$ cat config.mk
export PLATFORM = sky130hd
export DESIGN_NAME = time_keeper
export DESIGN_NICKNAME = d
export VERILOG_FILES = /design/src/rtl/clock_pkg.sv /design/src/rtl/word_stabilizer.sv /design/src/rtl/time_keeper.sv
export SDC_FILE = /design/constraint.sdc
export NUM_CORES = 1
export LEC_CHECK = 0
export CAP_MARGIN = 20
export CORE_AREA = 8 8 149 151
export CTS_BUF_LIST = sky130_fd_sc_hd__clkbuf_16
export DETAILED_ROUTE_END_ITERATION = 10
export DIE_AREA = 0 0 157 159
export GPL_ROUTABILITY_DRIVEN = 0
export PLACE_DENSITY_LB_ADDON = 0.25
export SLEW_MARGIN = 10
export SYNTH_ARGS = -nofsm -noshare
export SYNTH_HDL_FRONTEND = slang
export SYNTH_SLANG_ARGS = --single-unit
export TNS_END_PERCENT = 10
$ cat constraint.sdc
create_clock -name clk -period 7.6 [get_ports clk]
set_input_delay 1.14 -clock clk [delete_from_list [all_inputs] [get_ports clk]]
set_output_delay 1.14 -clock clk [all_outputs]
set_load 0.01 [all_outputs]
$ cat src/rtl/clock_pkg.sv
// Shared types and calendar helpers for the time keeper: the packed time word,
// the qualifier states and the month-length function.
package clock_pkg;

  typedef struct packed {
    logic       header;
    logic [4:0] year;
    logic [3:0] month;
    logic [4:0] day;
    logic [4:0] hour;
    logic [5:0] minute;
    logic [5:0] second;
  } time_t;

  localparam int         REF_YEAR = 2014;
  localparam logic [4:0] MAX_HOUR = 5'd23;
  localparam logic [5:0] MAX_MIN  = 6'd59;
  localparam logic [5:0] MAX_SEC  = 6'd59;

  typedef enum logic [1:0] {IDLE, SETTLE, CHECK} qual_state_t;

  // No century rule is needed: the 5-bit year only spans 2014-2045.
  function automatic logic [4:0] days_in_month(input logic [3:0] month, input logic [4:0] year);
    logic leap;
    leap = ((int'(year) + REF_YEAR) % 4) == 0;
    case (month)
      4'd2:                    days_in_month = leap ? 5'd29 : 5'd28;
      4'd4, 4'd6, 4'd9, 4'd11: days_in_month = 5'd30;
      default:                 days_in_month = 5'd31;
    endcase
  endfunction

endpackage

$ cat src/rtl/word_stabilizer.sv
// Two-flop synchronizer for the packed time word plus a saturating counter of
// consecutive identical synchronized samples; stable flags a settled word.
module word_stabilizer
  import clock_pkg::*;
#(
  parameter int unsigned STABLE_CYCLES = 64
) (
  input  logic  clk,
  input  logic  reset,
  input  time_t din,
  output time_t dout,
  output logic  stable
);

  localparam int unsigned     CW      = $clog2(STABLE_CYCLES + 1);
  localparam logic [CW-1:0]   CNT_MAX = CW'(STABLE_CYCLES);

  time_t         meta_q, meta_d;
  time_t         sync_q, sync_d;
  logic [CW-1:0] cnt_q, cnt_d;

  always_comb begin
    meta_d = din;
    sync_d = meta_q;
    cnt_d  = cnt_q;
    // The sample that differs is itself the first of the new run.
    if (sync_d != sync_q) begin
      cnt_d = CW'(1);
    end else if (cnt_q != CNT_MAX) begin
      cnt_d = cnt_q + CW'(1);
    end
  end

  always_ff @(posedge clk or posedge reset) begin
    if (reset) begin
      meta_q <= '0;
      sync_q <= '0;
      cnt_q  <= '0;
    end else begin
      meta_q <= meta_d;
      sync_q <= sync_d;
      cnt_q  <= cnt_d;
    end
  end

  assign dout   = sync_q;
  assign stable = (cnt_q == CNT_MAX);

endmodule

$ cat src/rtl/time_keeper.sv
// Qualifies time packets from the SPI receiver and runs a 1 Hz calendar clock.
// Optional stale-sync flag enabled by defining TIME_KEEPER_SYNC_TIMEOUT_EN.
module time_keeper
  import clock_pkg::*;
#(
  parameter int unsigned CLK_HZ        = 40000000,
  parameter int unsigned STABLE_CYCLES = 64
`ifdef TIME_KEEPER_SYNC_TIMEOUT_EN
  , parameter int unsigned SYNC_TIMEOUT_S = 7200
`endif
) (
  input  logic       clk,
  input  logic       reset,
  input  logic       in_header,
  input  logic [4:0] in_year,
  input  logic [3:0] in_month,
  input  logic [4:0] in_day,
  input  logic [4:0] in_hour,
  input  logic [5:0] in_minute,
  input  logic [5:0] in_second,
  output logic [4:0] year,
  output logic [3:0] month,
  output logic [4:0] day,
  output logic [4:0] hour,
  output logic [5:0] minute,
  output logic [5:0] second,
  output logic       tick,
  output logic       loaded,
  output logic       load_err,
  output logic       synced,
  output logic       fresh,
  output logic       stale
);

  localparam int unsigned   PW        = $clog2(CLK_HZ);
  localparam logic [PW-1:0] PRESC_MAX = PW'(CLK_HZ - 1);
  localparam time_t         TIME_RST  = '{header: 1'b0, year: 5'd0, month: 4'd1, day: 5'd1,
                                          hour: 5'd0, minute: 6'd0, second: 6'd0};

  time_t in_word;
  time_t sync_word;
  logic  stable;

  assign in_word = {in_header, in_year, in_month, in_day, in_hour, in_minute, in_second};

  word_stabilizer #(
    .STABLE_CYCLES(STABLE_CYCLES)
  ) u_stab (
    .clk   (clk),
    .reset (reset),
    .din   (in_word),
    .dout  (sync_word),
    .stable(stable)
  );

  qual_state_t   state_q, state_d;
  time_t         last_q, last_d;
  time_t         cand_q, cand_d;
  time_t         cur_q, cur_d;   // cur_q.header is the fresh flag
  logic [PW-1:0] presc_q, presc_d;
  logic          tick_q, tick_d;
  logic          loaded_q, loaded_d;
  logic          load_err_q, load_err_d;
  logic          synced_q, synced_d;
  logic          cand_ok;

  always_comb begin
    cand_ok = (cand_q.hour <= MAX_HOUR) && (cand_q.minute <= MAX_MIN) &&
              (cand_q.second <= MAX_SEC) && (cand_q.month >= 4'd1) &&
              (cand_q.month <= 4'd12) && (cand_q.day >= 5'd1) &&
              (cand_q.day <= days_in_month(cand_q.month, cand_q.year));
  end

  always_comb begin
    state_d    = state_q;
    last_d     = last_q;
    cand_d     = cand_q;
    cur_d      = cur_q;
    presc_d    = presc_q;
    tick_d     = 1'b0;
    loaded_d   = 1'b0;
    load_err_d = 1'b0;
    synced_d   = synced_q;

    case (state_q)
      IDLE: begin
        if (sync_word != last_q) state_d = SETTLE;
      end
      SETTLE: begin
        if (sync_word == last_q) begin
          state_d = IDLE;
        end else if (stable) begin
          // Freeze the settled word so a change during CHECK cannot slip in.
          state_d = CHECK;
          cand_d  = sync_word;
        end
      end
      CHECK: begin
        state_d = IDLE;
        last_d  = cand_q;
        if (cand_ok) begin
          loaded_d = 1'b1;
          synced_d = 1'b1;
        end else begin
          load_err_d = 1'b1;
        end
      end
      default: state_d = IDLE;
    endcase

    if (loaded_d) begin
      cur_d   = cand_q;
      presc_d = '0;
    end else if (presc_q == PRESC_MAX) begin
      presc_d = '0;
      tick_d  = 1'b1;
      if (cur_q.second != MAX_SEC) begin
        cur_d.second = cur_q.second + 6'd1;
      end else begin
        cur_d.second = 6'd0;
        if (cur_q.minute != MAX_MIN) begin
          cur_d.minute = cur_q.minute + 6'd1;
        end else begin
          cur_d.minute = 6'd0;
          if (cur_q.hour != MAX_HOUR) begin
            cur_d.hour = cur_q.hour + 5'd1;
          end else begin
            cur_d.hour = 5'd0;
            if (cur_q.day != days_in_month(cur_q.month, cur_q.year)) begin
              cur_d.day = cur_q.day + 5'd1;
            end else begin
              cur_d.day = 5'd1;
              if (cur_q.month != 4'd12) begin
                cur_d.month = cur_q.month + 4'd1;
              end else begin
                cur_d.month = 4'd1;
                cur_d.year  = cur_q.year + 5'd1;
              end
            end
          end
        end
      end
    end else begin
      presc_d = presc_q + PW'(1);
    end
  end

  always_ff @(posedge clk or posedge reset) begin
    if (reset) begin
      state_q    <= IDLE;
      last_q     <= '0;
      cand_q     <= '0;
      cur_q      <= TIME_RST;
      presc_q    <= '0;
      tick_q     <= 1'b0;
      loaded_q   <= 1'b0;
      load_err_q <= 1'b0;
      synced_q   <= 1'b0;
    end else begin
      state_q    <= state_d;
      last_q     <= last_d;
      cand_q     <= cand_d;
      cur_q      <= cur_d;
      presc_q    <= presc_d;
      tick_q     <= tick_d;
      loaded_q   <= loaded_d;
      load_err_q <= load_err_d;
      synced_q   <= synced_d;
    end
  end

`ifdef TIME_KEEPER_SYNC_TIMEOUT_EN
  localparam int unsigned   SW       = $clog2(SYNC_TIMEOUT_S + 1);
  localparam logic [SW-1:0] SECS_MAX = SW'(SYNC_TIMEOUT_S);

  logic [SW-1:0] secs_q, secs_d;
  logic          stale_q, stale_d;

  always_comb begin
    secs_d = secs_q;
    if (loaded_d) begin
      secs_d = '0;
    end else if (tick_d && (secs_q != SECS_MAX)) begin
      secs_d = secs_q + SW'(1);
    end
    stale_d = (secs_d >= SECS_MAX) || !synced_d;
  end

  always_ff @(posedge clk or posedge reset) begin
    if (reset) begin
      secs_q  <= '0;
      stale_q <= 1'b1;
    end else begin
      secs_q  <= secs_d;
      stale_q <= stale_d;
    end
  end

  assign stale = stale_q;
`else
  assign stale = 1'b0;
`endif

  assign year     = cur_q.year;
  assign month    = cur_q.month;
  assign day      = cur_q.day;
  assign hour     = cur_q.hour;
  assign minute   = cur_q.minute;
  assign second   = cur_q.second;
  assign fresh    = cur_q.header;
  assign tick     = tick_q;
  assign loaded   = loaded_q;
  assign load_err = load_err_q;
  assign synced   = synced_q;

endmodule
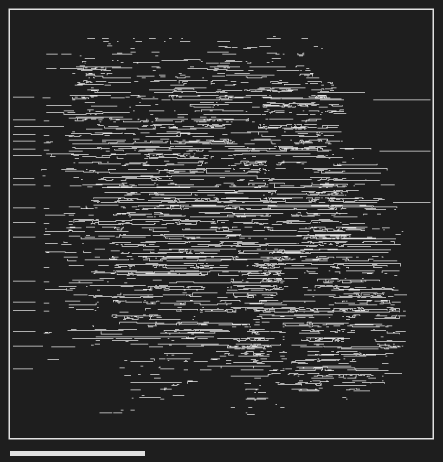
*Met1 routing, run 1*
The bar under the picture is 50 um long.
wire length on this layer	9120 um
nets with wire on the layer	838
met1 track demand over resource in global routing: 22.0%
via count: 5901
aggregate routed wire length: 19200 um

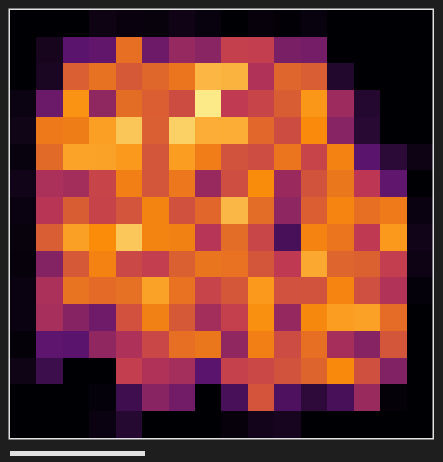
*Local utilization, run 1*
The bar under the picture is 50 um long. 16 x 16 tiles, from black (low) to pale yellow (high), 0 to 100% covered.
nearly empty tiles	20%
emptiest ninth of the die	upper right
densest ninth of the die	centre
mean over tiles	40%
effective utilization at floorplan: 44.1%
floorplan core area: 0.0198 mm^2
utilization after layout: 51.9%

==> run summary, run 1 <==
flow finished, numbers: global-route wire length before repair 32100 um, max capacitance violation total 0, most frequently placed logic cell in the final layout dfrtp_1, Slew headroom 38.0%, Final nets just over 900, ys flop type dfrtp_1, maximum fanout encountered on the critical timing path 39, peak per-stage delay on the critical path 0.47 ns, post-CTS setup buffers 0, ratio of cells with drive above 1 in the final layout 6.08%, cell total in the yosys stat output 789, port buffer count between 60 and 70, synthesis area per yosys around 0.0088 mm^2, cts bufs inserted 17, CP delay by family, top AND-OR/OR-AND gates, parity-gate share of the synthesized area counting xor and xnor cells 9.70%, critical path required time just under 8 ns, r2r setup slk between 4 and 5 ns, worst IR drop on VDD 167 uV, Worst setup EP type flip-flop, Detailed Place HPWL 13600 um, Die Y 159 um, PD cells about 200 mW/mm^2, post-synthesis async set-or-reset flop share 100%, number of hold-slack violations in the final timing report 0, commonest non-fill, non-tap cells in the layout 197 x dfrtp_1, 132 x nand2_1, 69 x clkdlybuf4s50_1, CTS resizes 0, Avg Cell Area, Syn roughly 11 um^2, Worst Skew between 0.01 and 0.015 ns, detail-routed via count per cell 5.17, dominant kind of combinational cell simple AND/OR/NAND/NOR gates, launch point of the worst hold path u_stab.meta_q[10], clock tree root buffer cell clkbuf_16, DRC violation count after routing 0, P_leak 4.64 nW, share of the clock period used by the worst path between 40% and 50%, Initial DRC Count around 430, TritonCTS clock tree built, top-level I/O count 71, # rows approximately 52, top cells by area, synth dfrtp_1 56%, xnor2_1 6.8%, nand2_1 5.7%, register share after synthesis 56.9%, clock-pin slew of the registers on the worst-case setup and hold paths ~0.07 ns, final-layout setup total negative slack 0 ns, Cell Area, Placed 0.00973 mm^2, Max Clock Freq between 300 and 400 MHz, antenna violations before repair 0, number of detailed-route iterations in the first pass 5, Bufs and invs on worst path 2, tool warnings 33, critical path start-end classification flip-flop to flip-flop, chip area 0.0250 mm^2, run status finished, final reports clean, antenna cells 0, compound-gate portion of the synthesized area 5.03%, post-synth net total around 840, Area Overhead vs Synth 17.6%, All-Layer GR Usage between 15 and 20%, min cycle time layout around 3.3 ns, slowest stage cell, crit path inv_2, setup repair after global routing missed its margin false, leading area contributor after synthesis dfrtp_1, worst hold stages 0, area fraction of the dominant cell type after synthesis 56.3%, crit path cell chain nor4b_1, ha_1, nor2b_1, o211a_1, a2111oi_2, nand2_1, buf_4, inv_2, o21ai_0, mux2_1, antenna-violating nets left 0, worst hold slack across all endpoints about 0.39 ns, nature of the critical path startpoint flip-flop, Post-synth EDFFs 0, arrival time at the worst endpoint approximately 3.6 ns, Flops after synth 199, maximum number of pins on one net before global-route repair 126, maximum level of the CTS H-tree 4, Worst Setup Slack post-DPL 4.27 ns, width of the die 157 um, remaining global-route overflow 0, fraction of the mapped netlist area in adder cells 2.14%, via count of the first global-routing pass 6052, simple logic cell fraction of the synthesized area 18.9%, fin. max-slew vios 0, sink of the worst hold path u_stab.dout[10], post-synthesis instance area around 0.009 mm^2, slew at the pin closest to its max-slew limit 0.930 ns, yosys synthesis warning count 0, total of hold buffers inserted after clock tree synthesis 0, Crit Reg-Reg Startpoint cand_q[22], worst hold path class flip-flop to flip-flop, maximum clock insertion buffer count 2, CTS sink cnt just under 200, post-route worst setup slack 4.34 ns, number of cells on the worst reg-to-reg path 10, total power of the final layout 2.02 mW, cell area after layout 0.0103 mm^2, critical register-to-register path endpoint hour[1], setup-violating endpoint count in the final report 0, share of cell area taken by muxes after synthesis 5.40%, insertion delay of the later-clocked pin in the worst-skew pair 0.43 ns, number of standard cells after synthesis 789, distinct lib cells around 60, average wire per cell in the routed design 16.8 um
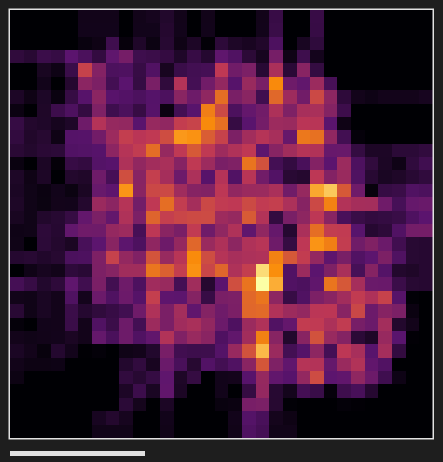
*Wire density map, run 1*
The bar under the picture is 50 um long. 31 x 32 tiles, from black (low) to pale yellow (high), scaled to the fullest tile. Values are wire area over tile area, all layers added.
tiles over half the peak	10%
nearly empty tiles	22%
densest ninth of the die	centre
fullest tile	0.55
emptiest ninth of the die	lower left

[run 1: synthesized netlist by cell type (6+ instances only)]
| library cell | count |
|---|---|
| o21ai_1 | 16 |
| a31oi_1 | 7 |
| nand2_1 | 132 |
| nand2b_1 | 7 |
| a21oi_1 | 6 |
| nand3_1 | 34 |
| dfrtp_1 | 197 |
| xnor2_1 | 68 |
| o21ai_0 | 6 |
| nor2b_1 | 6 |
| or4_1 | 7 |
| xor2_1 | 29 |
| inv_1 | 15 |
| and3_1 | 12 |
| ha_1 | 15 |
| nor3_1 | 9 |
| nor2_1 | 54 |
| nand4_1 | 29 |
| mux2i_1 | 9 |
| mux2_1 | 33 |
| nor4_1 | 10 |
| clkbuf_1 | 14 |
[run 1: per-layer routing]
layer | GRT usage (%) | wire length (um) | part of all wire (%) | vias up
met1 | 22.0 | 9120 | 48 | 2914
met3 | 3.83 | 757 | 3.9 | 15
met5 | 0 | 0 | 0 | -
met2 | 25.6 | 9100 | 47 | 99
met4 | 4.24 | 213 | 1.1 | 0
li1 | - | - | - | 2873
[run 1: report_power, final]
part | switching, mW | total [mW] | internal, mW
clock | 0.431 | 0.866 | 0.435
sequential | 0.0195 | 1.09 | 1.08
combinational | 0.0316 | 0.0638 | 0.0321
[run 1: cell families after synthesis]
group	count (synthesis)
flip-flops	199
other	1
buffers and inverters	39
multiplexers	43
AND-OR/OR-AND	65
XOR/XNOR	97
AND/OR/NAND/NOR	330
adder cells (fa/ha/maj)	15
[run 1: state kept, by name (all words and copies together), names as in the netlist, 2 cells and up]
register and count:
presc_q 26, last_q 32, second 6, day 5, year 5, u_stab.meta_q 32, month 4, hour 5
u_stab.cnt_q 7, state_q 2, u_stab.dout 32, cand_q 32, minute 6
[run 1: how the worst max path moves through the flow]
stage	end	depth (start not counted)	startpoint
detailed placement	u_stab.meta_q[2]	3	reset
global placement	u_stab.meta_q[2]	3	reset
CTS	hour[1]	10	cand_q[22]
finish	hour[1]	10	cand_q[22]
global route	hour[1]	10	cand_q[22]
floorplan	cand_q[0]	1	reset
[run 1: final cells by class]
cell class	instances	area, um^2
clock inverter	15	141
fill	1754	9550
inverter	16	67.6
timing repair buffer	74	728
tap	270	338
sequential	199	4980
clock buffer	17	425
multi-input combinational	551	3620
[run 1: stage by stage]
stage          cells  utilization [%]
3_3_place_gp    1110             49.0
2_1_floorplan    789                -
6_report        1142             51.9
5_1_grt         1142             51.9
4_1_cts         1142             51.9
3_5_place_dp    1110             49.0
[run 1: worst register-to-register path, stage by stage (launching register included)]
cell       delay [ns]
dfrtp_1          0.46
nor4b_1          0.35
ha_1             0.30
nor2b_1          0.13
o211a_1          0.20
a2111oi_2        0.39
nand2_1          0.10
buf_4            0.28
inv_2            0.48
o21ai_0          0.16
mux2_1           0.29
--- run 2 (diff from run 1) ---
- clock period: 7.6 -> 2.68 ns (I/O delays scaled with it)
==> run 2 against run 1 <==
Against the previous run: critical path depth down 2; sequential power rose to 2.8 times the previous value; maximum frequency up 29%; largest cell class unchanged; largest power group unchanged.
==> run summary, run 2 <==
flow finished, numbers: yosys synthesis warning count 0 (unchanged), run status finished, final reports clean (unchanged), maximum fanout encountered on the critical timing path 6 (was 39), cell total in the yosys stat output 789 (unchanged), total of hold buffers inserted after clock tree synthesis 0 (unchanged), floorplan core area 0.0198 mm^2 (unchanged), P_leak 4.85 nW (was 4.64 nW), nature of the critical path startpoint flip-flop (unchanged), Post-synth EDFFs 0 (unchanged), DRC violation count after routing 0 (unchanged), post-CTS setup buffers 0 (unchanged), global-route wire length before repair 33300 um (was 32100 um), worst IR drop on VDD 373 uV (was 167 uV), post-synthesis cell type with the largest instance count dfrtp_1 (unchanged), effective utilization at floorplan 44.1% (unchanged), Avg Cell Area, Syn 11.1 um^2 (unchanged), post-synth net total 838 (unchanged), # rows 52 (unchanged), compound-gate portion of the synthesized area 5.03% (unchanged), register share after synthesis 56.9% (unchanged), remaining global-route overflow 0 (unchanged), Die Y 159 um (unchanged), via count 6098 (was 5901), share of cell area taken by muxes after synthesis 5.40% (unchanged), All-Layer GR Usage 16.8% (was 16.2%), setup-violating endpoint count in the final report 0 (unchanged), most used routing layer in global routing met2 (unchanged), critical path required time 3.00 ns (was 7.91 ns), top cells by area, synth dfrtp_1 56%, xnor2_1 6.8%, nand2_1 5.7% (unchanged), maximum level of the CTS H-tree 4 (unchanged), post-synthesis async set-or-reset flop share 100% (unchanged), number of hold-slack violations in the final timing report 0 (unchanged), worst hold path class flip-flop to flip-flop (unchanged), commonest cells in the synthesized netlist 197 x dfrtp_1, 132 x nand2_1, 68 x xnor2_1 (unchanged), chip area 0.0250 mm^2 (unchanged), max capacitance violation total 0 (unchanged), clock group share of total power 46.1% (was 42.8%), Initial DRC Count 416 (was 432), clock-pin slew of the registers on the worst-case setup and hold paths 0.08 ns (was 0.07 ns), number of detailed-route iterations in the first pass 5 (unchanged), relative contribution of sequential cells to total power 50.6% (was 54.1%), cts bufs inserted 17 (unchanged), port buffer count 69 (unchanged), detail-routed via count per cell 5.21 (was 5.17), post-synthesis instance area 0.00876 mm^2 (unchanged), antenna-violating nets left 0 (unchanged), maximum number of pins on one net before global-route repair 42 (was 126), Sw Ratio 23.5% (was 23.8%), maximum clock insertion buffer count 2 (unchanged), min cycle time layout 2.53 ns (was 3.26 ns), dominant kind of combinational cell simple AND/OR/NAND/NOR gates (unchanged), clock tree root buffer cell clkbuf_16 (unchanged), PD cells 572 mW/mm^2 (was 197 mW/mm^2), width of the die 157 um (unchanged), Flops after synth 199 (unchanged), met1 track demand over resource in global routing 22.6% (was 22.0%), number of standard cells after synthesis 789 (unchanged), tool warnings 32 (was 33), worst hold slack across all endpoints 0.386 ns (was 0.394 ns), antenna violations before repair 0 (unchanged), aggregate routed wire length 19900 um (was 19200 um), CTS sink cnt 199 (unchanged), slew at the pin closest to its max-slew limit 0.679 ns (was 0.930 ns), ratio of cells with drive above 1 in the final layout 9.33% (was 6.08%), parity-gate share of the synthesized area counting xor and xnor cells 9.70% (unchanged), via count of the first global-routing pass 6344 (was 6052), ys flop type dfrtp_1 (unchanged), critical path start-end classification flip-flop to flip-flop (unchanged), r2r setup slk 0.15 ns (was 4.34 ns), Area Overhead vs Synth 22.3% (was 17.6%), share of the clock period used by the worst path 94.4% (was 42.9%), top-level I/O count 71 (unchanged), antenna cells 0 (unchanged), Worst Skew 0.0121 ns (was 0.0115 ns), arrival time at the worst endpoint 2.85 ns (was 3.58 ns), leading area contributor after synthesis dfrtp_1 (unchanged), distinct lib cells 60 (unchanged), Final nets 936 (was 908), Detailed Place HPWL 14500 um (was 13600 um), final-layout setup total negative slack 0 ns (unchanged), fraction of the mapped netlist area in adder cells 2.14% (unchanged), area fraction of the dominant cell type after synthesis 56.3% (unchanged), synthesis area per yosys 0.00876 mm^2 (unchanged), Slew headroom 54.3% (was 38.0%), TritonCTS clock tree built (unchanged), simple logic cell fraction of the synthesized area 18.9% (unchanged), Worst setup EP type flip-flop (unchanged), logic gate share of total power 3.3% (was 3.1%)
[run 2: cell counts after synthesis]
No cell type changed its count.
[run 2: critical path, stage by stage, from the launching register on]
cell and delay (ns):
dfrtp_1 0.38, nor4b_1 0.32, ha_1 0.30, nor2b_1 0.14, o211a_1 0.23, a2111oi_4 0.25, nand2_2 0.20, and2_1 0.25
mux2_1 0.33
[run 2: final cells by class]
| cell class | count | area (um^2) |
|---|---|---|
| tap | 270 | 338 |
| clock buffer | 17 | 425 |
| timing repair buffer | 102 | 1040 |
| clock inverter | 15 | 234 |
| sequential | 199 | 4980 |
| fill | 1752 | 9130 |
| inverter | 16 | 66.3 |
| multi-input combinational | 551 | 3630 |
[run 2: final timing paths]
| check | startpoint | end | depth (start not counted) |
|---|---|---|---|
| max in group asynchronous | reset | day[0] | 3 |
| min | u_stab.meta_q[17] | u_stab.dout[17] | 0 |
| max | cand_q[22] | hour[1] | 8 |
| min in group asynchronous | reset | u_stab.meta_q[1] | 2 |
| min reg2reg | u_stab.meta_q[17] | u_stab.dout[17] | 0 |
| max reg2reg | cand_q[22] | hour[1] | 8 |
[run 2: kinds of logic (layout without fill, tap and decap cells)]
group	after synthesis	in the layout
AND/OR/NAND/NOR	330	330
flip-flops	199	199
XOR/XNOR	97	97
AND-OR/OR-AND	65	65
multiplexers	43	43
buffers and inverters	39	150
adder cells (fa/ha/maj)	15	15
other	1	1
[run 2: power by group through the flow]
stage / logic (mW) / clock network, mW / registers, mW
3_5_place_dp: 0.210 / 0 / 3.16
2_1_floorplan: 0.110 / 0 / 3.15
5_1_grt: 0.229 / 3.01 / 3.11
6_report: 0.202 / 2.82 / 3.10
3_3_place_gp: 0.207 / 0 / 3.16
4_1_cts: 0.211 / 2.89 / 3.10
[run 2: metal layers]
layer	wire length, um	up-vias
met4	403	0
li1	-	2925
met3	778	27
met2	9520	114
met1	9150	3032
met5	0	-
[run 2: repair_timing]
item,CTS,global route
hold endpoints to repair,0,0
endpoints found under the setup margin,0,39
resized,0,3
[run 2: metrics by stage]
stage | instances | utilization [%] | cell area [um^2] | worst slack (ns) | total power [mW]
6_report | 1170 | 54.0 | 10700 | 0.151 | 6.13
5_1_grt | 1170 | 54.0 | 10700 | 0.0432 | 6.35
4_1_cts | 1170 | 53.9 | 10700 | 0.0514 | 6.20
3_5_place_dp | 1138 | 50.6 | 10000 | 0.102 | 3.37
3_3_place_gp | 1138 | 50.6 | 10000 | 0.134 | 3.37
2_1_floorplan | 789 | - | 8760 | -0.295 | 3.26
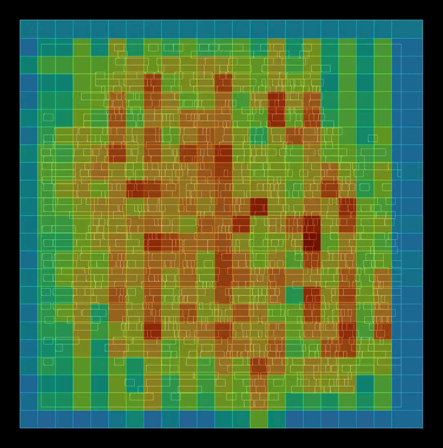
*Routing congestion, run 2*
average wire per cell in the routed design: 17.0 um
global-route met3 utilization: 3.58%
GR Layer Usage met2: 26.6%

--- run 3 (diff from run 2) ---
- CORE_AREA: 8 8 149 151 -> 8 8 197 199
- DIE_AREA: 0 0 157 159 -> 0 0 205 207
- SETUP_SLACK_MARGIN: unset -> 0.5
==> run 3 against run 2 <==
Against the previous run: setup slack improved by 0.048 ns; die size grew 70%; final cell count is 19% higher; clock power barely moved; area after synthesis is the same; total power is 0.66% lower; synthesized cell count unchanged; design area rose by 5.8%; critical endpoint is now hour[2]; largest cell class unchanged.
==> run summary, run 3 <==
flow finished, numbers: Post-synth EDFFs 0 (unchanged), crit path cell chain nor4b_2, ha_1, nor2b_1, o211a_1, a2111oi_4, nand2_4, buf_6, mux2_2, o22a_1 (was nor4b_1, ha_1, nor2b_1, o211a_1, a2111oi_4, nand2_2, and2_1, mux2_1), most frequently placed logic cell in the final layout dfrtp_1 (unchanged), chip area 0.0424 mm^2 (was 0.0250 mm^2), cts bufs inserted 17 (unchanged), Slew headroom 46.2% (was 54.3%), clock-pin slew of the registers on the worst-case setup and hold paths 0.08 ns (about the same), slowest stage cell, crit path dfrtp_1 (unchanged), total of hold buffers inserted after clock tree synthesis 0 (unchanged), footprint of the flip-flops and latches 0.00498 mm^2 (about the same), effective utilization at floorplan 24.4% (was 44.1%), critical path required time 3.01 ns (was 3.00 ns), maximum number of pins on one net before global-route repair 86 (was 42), width of the die 205 um (was 157 um), utilization after layout 31.6% (was 54.0%), slew at the pin closest to its max-slew limit 0.800 ns (was 0.679 ns), Worst setup EP type flip-flop (unchanged), post-synthesis async set-or-reset flop share 100% (unchanged), clock tree root buffer cell clkbuf_16 (unchanged), detail-routed via count per cell 4.37 (was 5.21), register share after synthesis 56.9% (unchanged), Avg Cell Area, Syn 11.1 um^2 (unchanged), Initial DRC Count 354 (was 416), nature of the critical path startpoint flip-flop (unchanged), maximum level of the CTS H-tree 4 (unchanged), aggregate routed wire length 23200 um (was 19900 um), remaining global-route overflow 0 (unchanged), ratio of cells with drive above 1 in the final layout 14.0% (was 9.33%), Max Clock Freq 403 MHz (was 395 MHz), floorplan core area 0.0359 mm^2 (was 0.0198 mm^2), All-Layer GR Usage 10.9% (was 16.8%), Detailed Place HPWL 16700 um (was 14500 um), Worst Skew 0.0233 ns (was 0.0121 ns), Die Y 207 um (was 159 um), PD cells 537 mW/mm^2 (was 572 mW/mm^2), cell total in the yosys stat output 789 (unchanged), number of hold-slack violations in the final timing report 0 (unchanged), antenna cells 0 (unchanged), post-synthesis cell type with the largest instance count dfrtp_1 (unchanged), commonest non-fill, non-tap cells in the layout 196 x dfrtp_1, 130 x nand2_1, 69 x clkdlybuf4s50_1 (was 197 x dfrtp_1, 131 x nand2_1, 69 x clkdlybuf4s50_1), top-level I/O count 71 (unchanged), DRC violation count after routing 0 (unchanged), max capacitance violation total 0 (unchanged), TritonCTS clock tree built (unchanged), antenna-violating nets left 0 (unchanged), maximum clock insertion buffer count 2 (unchanged), leading area contributor after synthesis dfrtp_1 (unchanged), post-synthesis instance area 0.00876 mm^2 (unchanged), tool warnings 34 (was 32), maximum fanout encountered on the critical timing path 6 (unchanged), commonest cells in the synthesized netlist 197 x dfrtp_1, 132 x nand2_1, 68 x xnor2_1 (unchanged), fill cell count 3678 (was 1752), area fraction of the dominant cell type after synthesis 56.3% (unchanged), Final nets 962 (was 936), average wire per cell in the routed design 16.6 um (was 17.0 um), Area Overhead vs Synth 29.4% (was 22.3%), distinct lib cells 60 (unchanged), top cells by area, synth dfrtp_1 56%, xnor2_1 6.8%, nand2_1 5.7% (unchanged), fin. max-slew vios 0 (unchanged), insertion delay of the later-clocked pin in the worst-skew pair 0.45 ns (was 0.44 ns), share of the clock period used by the worst path 92.6% (was 94.4%), post-synth net total 838 (unchanged), critical register-to-register path endpoint hour[2] (was hour[1]), P_leak 5.04 nW (was 4.85 nW), MI comb area 0.00377 mm^2 (was 0.00363 mm^2), via count of the first global-routing pass 6173 (was 6344), arrival time at the worst endpoint 2.81 ns (was 2.85 ns), via count 6096 (was 6098), global-route wire length before repair 36200 um (was 33300 um), critical path start-end classification flip-flop to flip-flop (unchanged), port buffer count 69 (unchanged), setup-violating endpoint count in the final report 0 (unchanged), peak per-stage delay on the critical path 0.39 ns (was 0.38 ns), yosys synthesis warning count 0 (unchanged), # rows 70 (was 52), number of detailed-route iterations in the first pass 5 (unchanged), r2r setup slk 0.20 ns (was 0.15 ns), setup repair after global routing missed its margin true (was false), number of cells on the worst reg-to-reg path 9 (was 8), min cycle time layout 2.48 ns (was 2.53 ns), run status finished, final reports clean (unchanged)
-- run 3: cell families (layout without fill, tap and decap cells) --
kind of cell	count (synthesis)	after routing	share of synthesized area (%)
DFF	199	199	56.9
muxes	43	43	5.40
adders and majority gates	15	15	2.14
buffers and inverters	39	176	1.90
other	1	1	0.0428
AOI/OAI and AO/OA	65	65	5.03
and+or+nand+nor	330	330	18.9
xor gates and xnor gates	97	97	9.70
-- run 3: timing repair --
| item | 4_1_cts | 5_1_grt |
|---|---|---|
| endpoints found under the hold margin | 0 | 0 |
| gates cloned | 2 | 4 |
| buffers inserted | 7 | 8 |
| pin swaps | 6 | 10 |
| resized | 16 | 30 |
| setup endpoints to repair | 93 | 94 |
-- run 3: worst max-delay path, delay by kind of cell, from the launching register on --
family	cells	cell delay, ns
buf+inv	1	0.17
mux	1	0.27
fa+ha+maj	1	0.28
simple gates	3	0.54
compound gates	3	0.71
flops	1	0.39
-- run 3: how the worst max path moves through the flow --
stage	startpoint	to
after global placement	cand_q[22]	hour[1]
final	cand_q[22]	hour[2]
after floorplan	reset	cand_q[0]
after global routing	cand_q[26]	day[2]
after detailed placement	cand_q[22]	hour[1]
after CTS	cand_q[22]	presc_q[21]
-- run 3: report_power, final --
group	total (mW)	switching [mW]	internal [mW]
Combinational	0.193	0.0964	0.0967
Clock	2.79	1.34	1.46
Sequential	3.10	0.0544	3.05
-- run 3: routing by layer --
| layer | up-vias | track usage, % | wire length [um] |
|---|---|---|---|
| met5 | - | 0 | 0 |
| met4 | 0 | 2.51 | 203 |
| met3 | 13 | 2.33 | 716 |
| met2 | 88 | 17.7 | 11400 |
| met1 | 3013 | 14.5 | 10800 |
| li1 | 2982 | - | - |
-- run 3: area by class of cell --
type | count | area share, %
sequential | 199 | 44.0
multi-input combinational | 551 | 33.3
timing repair buffer | 127 | 11.2
tap | 468 | 5.17
clock buffer | 17 | 3.75
clock inverter | 15 | 1.95
inverter | 16 | 0.607
timing repair inverter | 1 | 0.0662
-- run 3: metrics by stage --
| stage | std cells | setup TNS [ns] | worst slack (ns) | cell area (um^2) | hold slack, ns |
|---|---|---|---|---|---|
| 3_3_place_gp | 1341 | 0 | 0.0601 | 10300 | 0.380 |
| 6_report | 1394 | 0 | 0.199 | 11300 | 0.241 |
| 3_5_place_dp | 1341 | 0 | 0.0370 | 10300 | 0.380 |
| 2_1_floorplan | 789 | -58.06 | -0.295 | 8760 | 0.373 |
| 4_1_cts | 1382 | 0 | 0.258 | 11100 | 0.227 |
| 5_1_grt | 1394 | 0 | 0.0937 | 11300 | 0.244 |
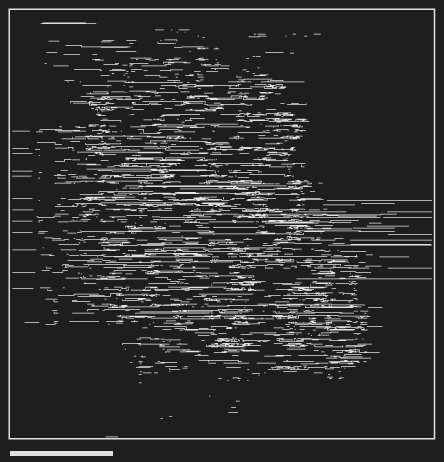
*Met1 routing, run 3*
The bar under the picture is 50 um long.
wire length on this layer	10800 um
share of all routed wire	47%

No activity file was given, so power comes from the tool's default toggle rates.
